run_1/congestion_map.png
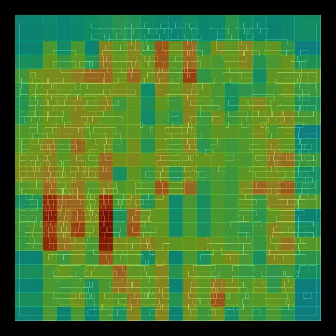
run_1/util_map.png
Scale: 2 px per um. The die is cut into 15 by 15 equal tiles; dark blue is low, red is high, 0 to 100% covered.
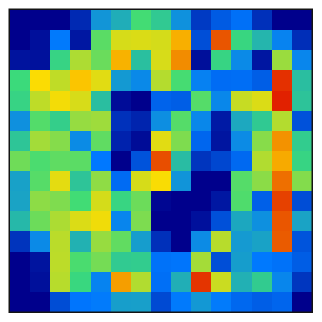
run_1/clock_wires.png
Scale: 2 px per um.
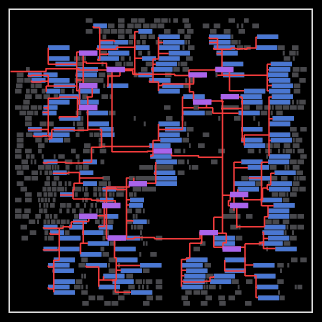
==> src/rtl/riscv_fetch_pkg.sv <==
// Shared types and constants for the instruction fetch controller.
//   fetch_state_e : controller states (RUN, HALTED, FAULT)
//   fetch_entry_t : one buffered fetch result {pc, instr}
//   INSN_NOP      : canonical RV32I nop encoding (addi x0, x0, 0)
//   PC_STEP       : sequential fetch increment in bytes
package riscv_fetch_pkg;

  typedef enum logic [1:0] {
    RUN    = 2'd0,
    HALTED = 2'd1,
    FAULT  = 2'd2
  } fetch_state_e;

  typedef struct packed {
    logic [31:0] pc;
    logic [31:0] instr;
  } fetch_entry_t;

  localparam logic [31:0] INSN_NOP = 32'h0000_0013;
  localparam logic [31:0] PC_STEP  = 32'd4;

endpackage

==> src/rtl/imem_fetch_ctrl_if.sv <==
// Bundle of the fetch controller's memory, redirect, halt and decode
// handshake signals.
//   master : the fetch controller side (drives imem_addr and inst_*)
//   slave  : memory / execute / decode side
interface imem_fetch_ctrl_if;
  logic [31:0] imem_addr;
  logic [31:0] imem_data;
  logic        redirect_valid;
  logic [31:0] redirect_pc;
  logic        halt;
  logic        inst_valid;
  logic        inst_ready;
  logic [31:0] inst_data;
  logic [31:0] inst_pc;
  logic        fetch_fault;

  modport master (
    output imem_addr,
    input  imem_data,
    input  redirect_valid,
    input  redirect_pc,
    input  halt,
    output inst_valid,
    input  inst_ready,
    output inst_data,
    output inst_pc,
    output fetch_fault
  );

  modport slave (
    input  imem_addr,
    output imem_data,
    output redirect_valid,
    output redirect_pc,
    output halt,
    input  inst_valid,
    output inst_ready,
    input  inst_data,
    input  inst_pc,
    input  fetch_fault
  );
endinterface

==> src/rtl/fetch_fifo.sv <==
// Small synchronous FIFO of fetch_entry_t with flush.
//   clk, rst_n : clock, synchronous active-low reset (empties the FIFO)
//   i_push     : write i_wdata at the tail (ignored when full without a pop)
//   i_pop      : drop the head (ignored when empty)
//   i_flush    : discard all entries; overrides push and pop
//   o_rdata    : head entry (undefined contents when empty)
//   o_empty    : no entries buffered
//   o_count    : number of buffered entries
module fetch_fifo
  import riscv_fetch_pkg::*;
#(
  parameter int unsigned DEPTH = 2
) (
  input  logic                     clk,
  input  logic                     rst_n,
  input  logic                     i_push,
  input  logic                     i_pop,
  input  logic                     i_flush,
  input  fetch_entry_t             i_wdata,
  output fetch_entry_t             o_rdata,
  output logic                     o_empty,
  output logic [$clog2(DEPTH):0]   o_count
);

  localparam int unsigned PW = $clog2(DEPTH);
  localparam int unsigned CW = PW + 1;
  localparam logic [CW-1:0] CNT_FULL = CW'(DEPTH);

  fetch_entry_t    r_mem [DEPTH];
  logic [PW-1:0]   r_wr_ptr;
  logic [PW-1:0]   r_rd_ptr;
  logic [CW-1:0]   r_count;

  logic w_empty;
  logic w_full;
  logic w_pop;
  logic w_push;

  assign w_empty = (r_count == '0);
  assign w_full  = (r_count == CNT_FULL);
  assign w_pop   = i_pop & ~w_empty & ~i_flush;
  // A pop frees a slot in the same cycle, so a full FIFO still accepts a push.
  assign w_push  = i_push & (~w_full | w_pop) & ~i_flush;

  always_ff @(posedge clk) begin
    if (!rst_n || i_flush) begin
      r_wr_ptr <= '0;
      r_rd_ptr <= '0;
      r_count  <= '0;
    end else begin
      if (w_push) r_wr_ptr <= r_wr_ptr + 1'b1;
      if (w_pop)  r_rd_ptr <= r_rd_ptr + 1'b1;
      case ({w_push, w_pop})
        2'b10:   r_count <= r_count + 1'b1;
        2'b01:   r_count <= r_count - 1'b1;
        default: r_count <= r_count;
      endcase
    end
  end

  always_ff @(posedge clk) begin
    if (w_push) r_mem[r_wr_ptr] <= i_wdata;
  end

  assign o_rdata = r_mem[r_rd_ptr];
  assign o_empty = w_empty;
  assign o_count = r_count;

endmodule

==> src/rtl/imem_fetch_ctrl.sv <==
// Fetch sequencer in front of an asynchronous-read instruction memory.
// Owns the fetch PC, buffers {pc, instr} pairs in a small FIFO and hands
// them to decode over valid/ready. Handles redirects, halt and fetches
// beyond the end of memory.
//   clk, rst_n : clock, synchronous active-low reset
//   bus        : imem_fetch_ctrl_if.master (memory, redirect, halt, decode)
//
// state  | meaning
// -------+------------------------------------------------------------
// RUN    | fetching sequentially while the FIFO has room
// HALTED | halt is high; PC held, buffered entries still drain
// FAULT  | PC ran past memory; only a redirect or reset leaves
module imem_fetch_ctrl
  import riscv_fetch_pkg::*;
#(
  parameter logic [31:0] RESET_PC   = 32'h0000_0000,
  parameter int unsigned FIFO_DEPTH = 2,
  parameter int unsigned IMEM_WORDS = 1024
) (
  input logic               clk,
  input logic               rst_n,
  imem_fetch_ctrl_if.master bus
);

  localparam logic [1:0] ST_RUN    = RUN;
  localparam logic [1:0] ST_HALTED = HALTED;
  localparam logic [1:0] ST_FAULT  = FAULT;

  localparam int unsigned CW = $clog2(FIFO_DEPTH) + 1;
  localparam logic [CW-1:0] CNT_FULL = CW'(FIFO_DEPTH);
  // 33 bits so a 4 GiB memory limit does not wrap to zero.
  localparam logic [32:0] PC_LIMIT = 33'(IMEM_WORDS) * 33'd4;

  logic [1:0]    r_state;
  logic [31:0]   r_pc;

  logic          w_in_range;
  logic          w_valid;
  logic          w_full;
  logic          w_empty;
  logic          w_pop;
  logic          w_push;
  logic [CW-1:0] w_count;
  fetch_entry_t  w_wdata;
  fetch_entry_t  w_head;

  assign w_in_range = ({1'b0, r_pc} < PC_LIMIT);
  assign w_valid    = ~w_empty;
  assign w_full     = (w_count == CNT_FULL);
  assign w_pop      = w_valid & bus.inst_ready;
  assign w_push     = (r_state == ST_RUN) & ~bus.halt & ~bus.redirect_valid &
                      w_in_range & (~w_full | w_pop);

  assign w_wdata.pc    = r_pc;
  assign w_wdata.instr = bus.imem_data;

  always_ff @(posedge clk) begin
    if (!rst_n) begin
      r_state <= ST_RUN;
      r_pc    <= RESET_PC;
    end else if (bus.redirect_valid) begin
      // Low address bits are dropped; an unaligned target fetches its word.
      r_state <= ST_RUN;
      r_pc    <= {bus.redirect_pc[31:2], 2'b00};
    end else begin
      case (r_state)
        ST_RUN: begin
          if (bus.halt)          r_state <= ST_HALTED;
          else if (!w_in_range)  r_state <= ST_FAULT;
          else if (w_push)       r_pc    <= r_pc + PC_STEP;
        end
        ST_HALTED: begin
          if (!bus.halt) r_state <= ST_RUN;
        end
        ST_FAULT: r_state <= ST_FAULT;
        default:  r_state <= ST_RUN;
      endcase
    end
  end

  fetch_fifo #(
    .DEPTH (FIFO_DEPTH)
  ) u_fifo (
    .clk     (clk),
    .rst_n   (rst_n),
    .i_push  (w_push),
    .i_pop   (w_pop),
    .i_flush (bus.redirect_valid),
    .i_wdata (w_wdata),
    .o_rdata (w_head),
    .o_empty (w_empty),
    .o_count (w_count)
  );

  assign bus.imem_addr   = r_pc;
  assign bus.inst_valid  = w_valid;
  assign bus.inst_data   = w_valid ? w_head.instr : 32'h0;
  assign bus.inst_pc     = w_valid ? w_head.pc    : 32'h0;
  assign bus.fetch_fault = (r_state == ST_FAULT);

endmodule

==> src/flat_wrapper.sv <==
// flat-port wrapper written by rule: the top's interface ports become plain ports
module imem_fetch_ctrl_flat import riscv_fetch_pkg::*;
#(
  parameter logic [31:0] RESET_PC   = 32'h0000_0000,
  parameter int unsigned FIFO_DEPTH = 2,
  parameter int unsigned IMEM_WORDS = 1024
)
  (clk, rst_n, bus_imem_addr, bus_imem_data, bus_redirect_valid, bus_redirect_pc, bus_halt, bus_inst_valid, bus_inst_ready, bus_inst_data, bus_inst_pc, bus_fetch_fault);
  imem_fetch_ctrl_if bus_i ();
  input logic clk;
  input logic rst_n;
  output wire logic [$bits(bus_i.imem_addr)-1:0] bus_imem_addr;
  input wire logic [$bits(bus_i.imem_data)-1:0] bus_imem_data;
  input wire logic [$bits(bus_i.redirect_valid)-1:0] bus_redirect_valid;
  input wire logic [$bits(bus_i.redirect_pc)-1:0] bus_redirect_pc;
  input wire logic [$bits(bus_i.halt)-1:0] bus_halt;
  output wire logic [$bits(bus_i.inst_valid)-1:0] bus_inst_valid;
  input wire logic [$bits(bus_i.inst_ready)-1:0] bus_inst_ready;
  output wire logic [$bits(bus_i.inst_data)-1:0] bus_inst_data;
  output wire logic [$bits(bus_i.inst_pc)-1:0] bus_inst_pc;
  output wire logic [$bits(bus_i.fetch_fault)-1:0] bus_fetch_fault;
  assign bus_imem_addr = bus_i.imem_addr;
  assign bus_i.imem_data = bus_imem_data;
  assign bus_i.redirect_valid = bus_redirect_valid;
  assign bus_i.redirect_pc = bus_redirect_pc;
  assign bus_i.halt = bus_halt;
  assign bus_inst_valid = bus_i.inst_valid;
  assign bus_i.inst_ready = bus_inst_ready;
  assign bus_inst_data = bus_i.inst_data;
  assign bus_inst_pc = bus_i.inst_pc;
  assign bus_fetch_fault = bus_i.fetch_fault;
  imem_fetch_ctrl #(.RESET_PC(RESET_PC), .FIFO_DEPTH(FIFO_DEPTH), .IMEM_WORDS(IMEM_WORDS)) u_core (.clk(clk), .rst_n(rst_n), .bus(bus_i));
endmodule
==> config.mk <==
export PLATFORM = sky130hd
export DESIGN_NAME = imem_fetch_ctrl_flat
export DESIGN_NICKNAME = d
export VERILOG_FILES = /design/src/rtl/riscv_fetch_pkg.sv /design/src/rtl/imem_fetch_ctrl_if.sv /design/src/rtl/fetch_fifo.sv /design/src/rtl/imem_fetch_ctrl.sv /design/src/flat_wrapper.sv
export SDC_FILE = /design/constraint.sdc
export NUM_CORES = 1
export LEC_CHECK = 0
export CAP_MARGIN = 20
export CORE_MARGIN = 2
export CORE_UTILIZATION = 30
export CTS_CLUSTER_DIAMETER = 200
export DETAILED_ROUTE_END_ITERATION = 12
export GPL_TIMING_DRIVEN = 0
export PLACE_DENSITY = 0.65
export RECOVER_POWER = 50
export SETUP_SLACK_MARGIN = 0.02
export SKIP_LAST_GASP = 1
export SYNTH_ARGS = -nofsm -noshare
export SYNTH_HDL_FRONTEND = slang
export SYNTH_SLANG_ARGS = --single-unit
export TNS_END_PERCENT = 10
==> constraint.sdc <==
create_clock -name clk -period 5.8 [get_ports clk]
set_clock_uncertainty 0.2 [all_clocks]
set_input_delay 1.16 -clock clk [delete_from_list [all_inputs] [get_ports clk]]
set_output_delay 1.16 -clock clk [all_outputs]
set_load 0.01 [all_outputs]
==> summary.rpt, run 1 <==
RUN METRICS
----------------------------------------------------
[Critical path]
  Crit path to ........................ bus_inst_pc[23]
  Path depth of the worst reg2reg path ........................ 6
  Worst path required time ........................ roughly 4.4 ns

[Timing]
  Pins Over Slew Limit ........................ 0
  Setup Total Neg Slack ........................ 0 ns
  Worst Max-Slew Pin Slew ........................ 0.854 ns
  Ratio of final minimum period to clock period ........................ a little over two thirds
  Slew headroom ........................ between 40 and 50%
  Unrepaired setup endpoints after global routing ........................ false
  Setup ws final ........................ 1.73 ns
  Final setup violation count ........................ 0
  Hold slack final ........................ between 0.2 and 0.3 ns

[Run]
  Number of warnings the tools reported ........................ 28

[Finish]
  Layout Cell Area excl Fill ........................ roughly 9000 um^2
  Register fraction of the total cell area ........................ around 49%
  Flip-flop and latch count ........................ 161
  Growth of design area from synthesis to finish ........................ 41.3%
  Area taken by multi-input logic gates ........................ 1880 um^2
  Combinational gates ........................ around 280
  Number of non-clock buffers in the layout ........................ ~190
  Non-filler instance count after layout ........................ around 940
  Register Area ........................ about 4500 um^2

[Pwr]
  Sequential fraction of design power ........................ between 50 and 60%
  Leak pwr ........................ 3.04 nW
  Total power draw ........................ about 2.6 mW
  Portion of total power attributed to combinational logic ........................ between 5 and 6%
  P_clk ........................ about 1.1 mW
  Power attributed to sequential cells ........................ roughly 1.3 mW

[Synth]
  Post-synthesis chip area from yosys ........................ between 6000 and 7000 um^2
  Total cells reported by yosys after synthesis ........................ about 470
  Area fraction of the dominant cell type after synthesis ........................ roughly 58%

[Placement]
  Post-detailed-placement half-perimeter wirelength ........................ approximately 11 mm
  Post-placement cell count ........................ just over 900

[GRT]
  Number of antenna violations at the first check in global routing ........................ 0
  Wire length of the first global-routing pass ........................ about 24 mm

[Min path]
  WHS Endpoint ........................ u_core.r_state[1]
  Hold Path Cell Cnt ........................ 1

[Status]
  Outcome ........................ completed

[Route]
  Top routing layer used ........................ met4
  Drt first-iter violations ........................ ~240
  DRT met1 WL ........................ ~6.7 mm

[CTS]
  Htree depth ........................ 4
  CTS tree ........................ built
  Clock transition at path regs ........................ about 0.070 ns
  CTS root buf ........................ sky130_fd_sc_hd__clkbuf_16

[Die]
  Die Ht ........................ around 150 um

----------------------------------------------------
Notes on congestion_map.png above:
Most Used Layer, Global Route: met2
All-Layer GR Usage: 13.9%
detailed-route wire length per cell: 16.6 um

Notes on util_map.png above:
tiles over 75% full	7.1%
densest ninth of the die	left middle
mean over tiles	39%
emptiest ninth of the die	middle
fullest tile	96%
nearly empty tiles	9.3%
core area: 21100 um^2
Initial Utilization: 30.6%
Final Util: 43.3%

Notes on clock_wires.png above:
[blue] flip-flops | count: 161
[red] clock wires | length: 1960 um
[purple] clock-net drivers | count: 17
routed clock nets	18

## run 1: worst max-delay path, cell delays in order, from the launching register on
cell and delay, ns:
sky130_fd_sc_hd__dfxtp_1 0.30, sky130_fd_sc_hd__clkbuf_1 0.45, sky130_fd_sc_hd__clkbuf_1 0.63, sky130_fd_sc_hd__mux2i_1 0.16
sky130_fd_sc_hd__nor2_1 0.17, sky130_fd_sc_hd__clkdlybuf4s50_1 0.58
## run 1: synthesized netlist by cell type (all sizes together), types with 2 or more instances
cell    count
a32oi       3
buf         5
nor3b       2
dfxtp      37
and4        2
nor2b      21
nor2       75
nand2b      3
a31oi       4
or3         5
nand4       5
nand2       7
a211oi      2
ha          2
o21ai      10
a21oi       3
mux2i      81
and3        3
or4         9
edfxtp    124
xor2        2
nor4        7
clkbuf     24
inv         5
nand3      12
o31ai       4
## run 1: state kept, by name, indices dropped and copies added (netlist names), named ones only
name	count
u_core.bus.imem_addr	30
u_core.r_state	2
u_core.u_fifo.o_count	2
u_core.u_fifo.r_mem	124
u_core.u_fifo.r_rd_ptr	1
u_core.u_fifo.r_wr_ptr	1
## run 1: cell families (layout without fill, tap and decap cells)
| family | Yosys count | in the layout | share of synthesized area [%] |
|---|---|---|---|
| xor+xnor | 3 | 3 | 0.407 |
| compound gates | 30 | 30 | 3.06 |
| mux | 81 | 81 | 12.5 |
| fa+ha+maj | 2 | 2 | 0.387 |
| simple gates | 156 | 156 | 12.2 |
| buf+inv | 34 | 229 | 2.21 |
| other cells | 1 | 4 | 0.0580 |
| flops | 161 | 161 | 69.1 |
## run 1: layer usage
metal / up-vias / global-route usage, %
met5: - / 0
met4: 0 / 3.83
met3: 15 / 4.58
met2: 166 / 23.0
met1: 2086 / 17.4
li1: 2099 / -
run_1/m4.png
Scale: 2 px per um. Supply wires on this layer in gray.
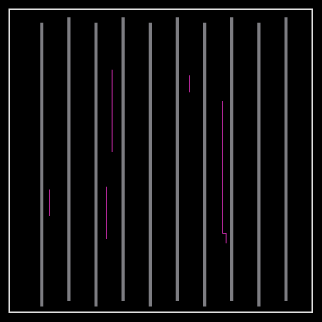

==> run 2: changes to the inputs <==
PLACE_DENSITY = 0.67   (was 0.65)
clock period = 3.7 ns   (was 5.8 ns; I/O delays follow)
run_2/m4.png
Scale: 2 px per um. Supply wires on this layer in gray.
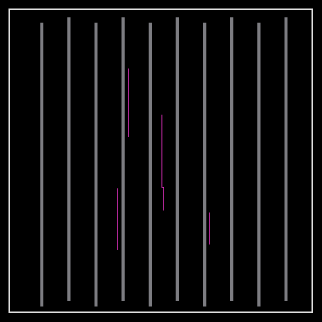
longest straight run	36.2 um
wire length on this layer	129 um
vias: 4328
post-detailed-routing wire length: 15.5 mm

==> run 2 against run 1 <==
  * Wire length decreased by 0.55%
  * Clock power increased by 49%
  * Highest routed layer unchanged
  * Global-route usage about the same
  * Critical path depth increased by 2
  * Via count decreased by 0.87%
  * Largest power group unchanged
  * Utilization decreased by 0.14 points
  * Sequential power increased by 58%
==> summary.rpt, run 2 <==
RUN METRICS
----------------------------------------------------
[Status]
  Outcome ........................ completed (unchanged)

[Die]
  Die Ht ........................ 151 um (unchanged)

[Critical path]
  Path depth of the worst reg2reg path ........................ 6 (unchanged)

[Placement]
  Post-detailed-placement half-perimeter wirelength ........................ 10.9 mm (was 11.3 mm)
  Post-placement cell count ........................ 909 (unchanged)

[Finish]
  Register containing the most flip-flops in the final layout ........................ u_core.u_fifo.r_mem (unchanged)
  Final Util ........................ 43.1% (was 43.3%)
  Register fraction of the total cell area ........................ 49.1% (was 48.9%)
  Growth of design area from synthesis to finish ........................ 40.8% (was 41.3%)
  Non-filler instance count after layout ........................ 941 (unchanged)
  Largest register FFs ........................ 124 (unchanged)
  Combinational gates ........................ 276 (unchanged)
  Number of non-clock buffers in the layout ........................ 192 (unchanged)

[Pwr]
  Portion of total power attributed to combinational logic ........................ 5.7% (was 5.6%)
  Sequential fraction of design power ........................ 51.2% (was 50.1%)
  P_clk ........................ 1.70 mW (was 1.14 mW)

[GRT]
  All-Layer GR Usage ........................ 13.9% (about the same)
  Global routing usage on met2 ........................ 22.3% (was 23.0%)
  Met1 capacity usage during global routing ........................ 18.2% (was 17.4%)
  Wire length of the first global-routing pass ........................ 23.5 mm (was 23.6 mm)
  Met3 GRT Util ........................ 4.24% (was 4.58%)
  Number of antenna violations at the first check in global routing ........................ 0 (unchanged)

[Timing]
  Unrepaired setup endpoints after global routing ........................ false (unchanged)
  Worst Max-Slew Pin Slew ........................ 0.799 ns (was 0.854 ns)
  Pins Over Slew Limit ........................ 0 (unchanged)
  Final setup violation count ........................ 0 (unchanged)
  Hold slack final ........................ 0.297 ns (was 0.286 ns)

[Synth]
  Leading cell types by count after synthesis ........................ 124 x sky130_fd_sc_hd__edfxtp_1, 81 x sky130_fd_sc_hd__mux2i_1, 75 x sky130_fd_sc_hd__nor2_1 (unchanged)
  Comb area leader ........................ multiplexers (unchanged)
  Total cells reported by yosys after synthesis ........................ 468 (unchanged)
  Xor/xnor share ........................ 0.407% (unchanged)
  Area fraction of the dominant cell type after synthesis ........................ 57.6% (unchanged)
  Yosys top cell by instances ........................ sky130_fd_sc_hd__edfxtp_1 (unchanged)

[Route]
  Top routing layer used ........................ met4 (unchanged)

[CTS]
  CTS tree ........................ built (unchanged)
  CTS root buf ........................ sky130_fd_sc_hd__clkbuf_16 (unchanged)
  Clock transition at path regs ........................ 0.07 ns (about the same)
  Htree depth ........................ 4 (unchanged)

[Run]
  Number of warnings the tools reported ........................ 30 (was 28)

----------------------------------------------------
==> run 2: cell types whose count changed in the layout (fill, tap and decap cells not counted), sizes merged <==
cell / before / now
inv: 13 / 6
clkinv: 2 / 7
clkinvlp: 1 / 3
bufinv: 1 / 2
clkbuf: 44 / 43
clkdlybuf4s50: 93 / 94
dlygate4sd3: 66 / 65
==> run 2: critical path, stage by stage <==
cell and delay [ns]:
sky130_fd_sc_hd__clkdlybuf4s50_1 0.44, sky130_fd_sc_hd__nor4_1 0.32, sky130_fd_sc_hd__nand4_1 0.25, sky130_fd_sc_hd__clkbuf_1 0.28, sky130_fd_sc_hd__or3_1 0.50, sky130_fd_sc_hd__nor2_4 0.48, sky130_fd_sc_hd__buf_12 0.29
==> run 2: how the worst min path moves through the flow <==
stage,cells past startpoint,slack [ns],start,to
final,1,0.30,u_core.r_state[0],u_core.r_state[1]
after global routing,2,0.32,u_core.u_fifo.r_rd_ptr,u_core.u_fifo.r_rd_ptr
after CTS,1,0.29,u_core.r_state[0],u_core.r_state[1]
after detailed placement,1,0.28,u_core.r_state[0],u_core.r_state[1]
after global placement,1,0.27,u_core.r_state[0],u_core.r_state[1]
after floorplan,1,0.24,u_core.r_state[0],u_core.r_state[1]
==> run 2: timing repair <==
action                                 CTS  global route
hold buffers                             0             0
resized                                  2             9
setup endpoints to repair               52            60
endpoints found under the hold margin    0             0
==> run 2: stage by stage <==
step | TNS, ns | instance area [um^2] | total power, mW
2_1_floorplan | -31.80 | 6480 | 2.13
3_3_place_gp | -266.09 | 8410 | 2.29
3_5_place_dp | -16.65 | 8520 | 2.29
4_1_cts | -0.831 | 9090 | 4.00
5_1_grt | 0 | 9100 | 4.08
6_report | 0 | 9100 | 3.94
Power figures rest on the tool's default switching activity, not on a simulated workload.
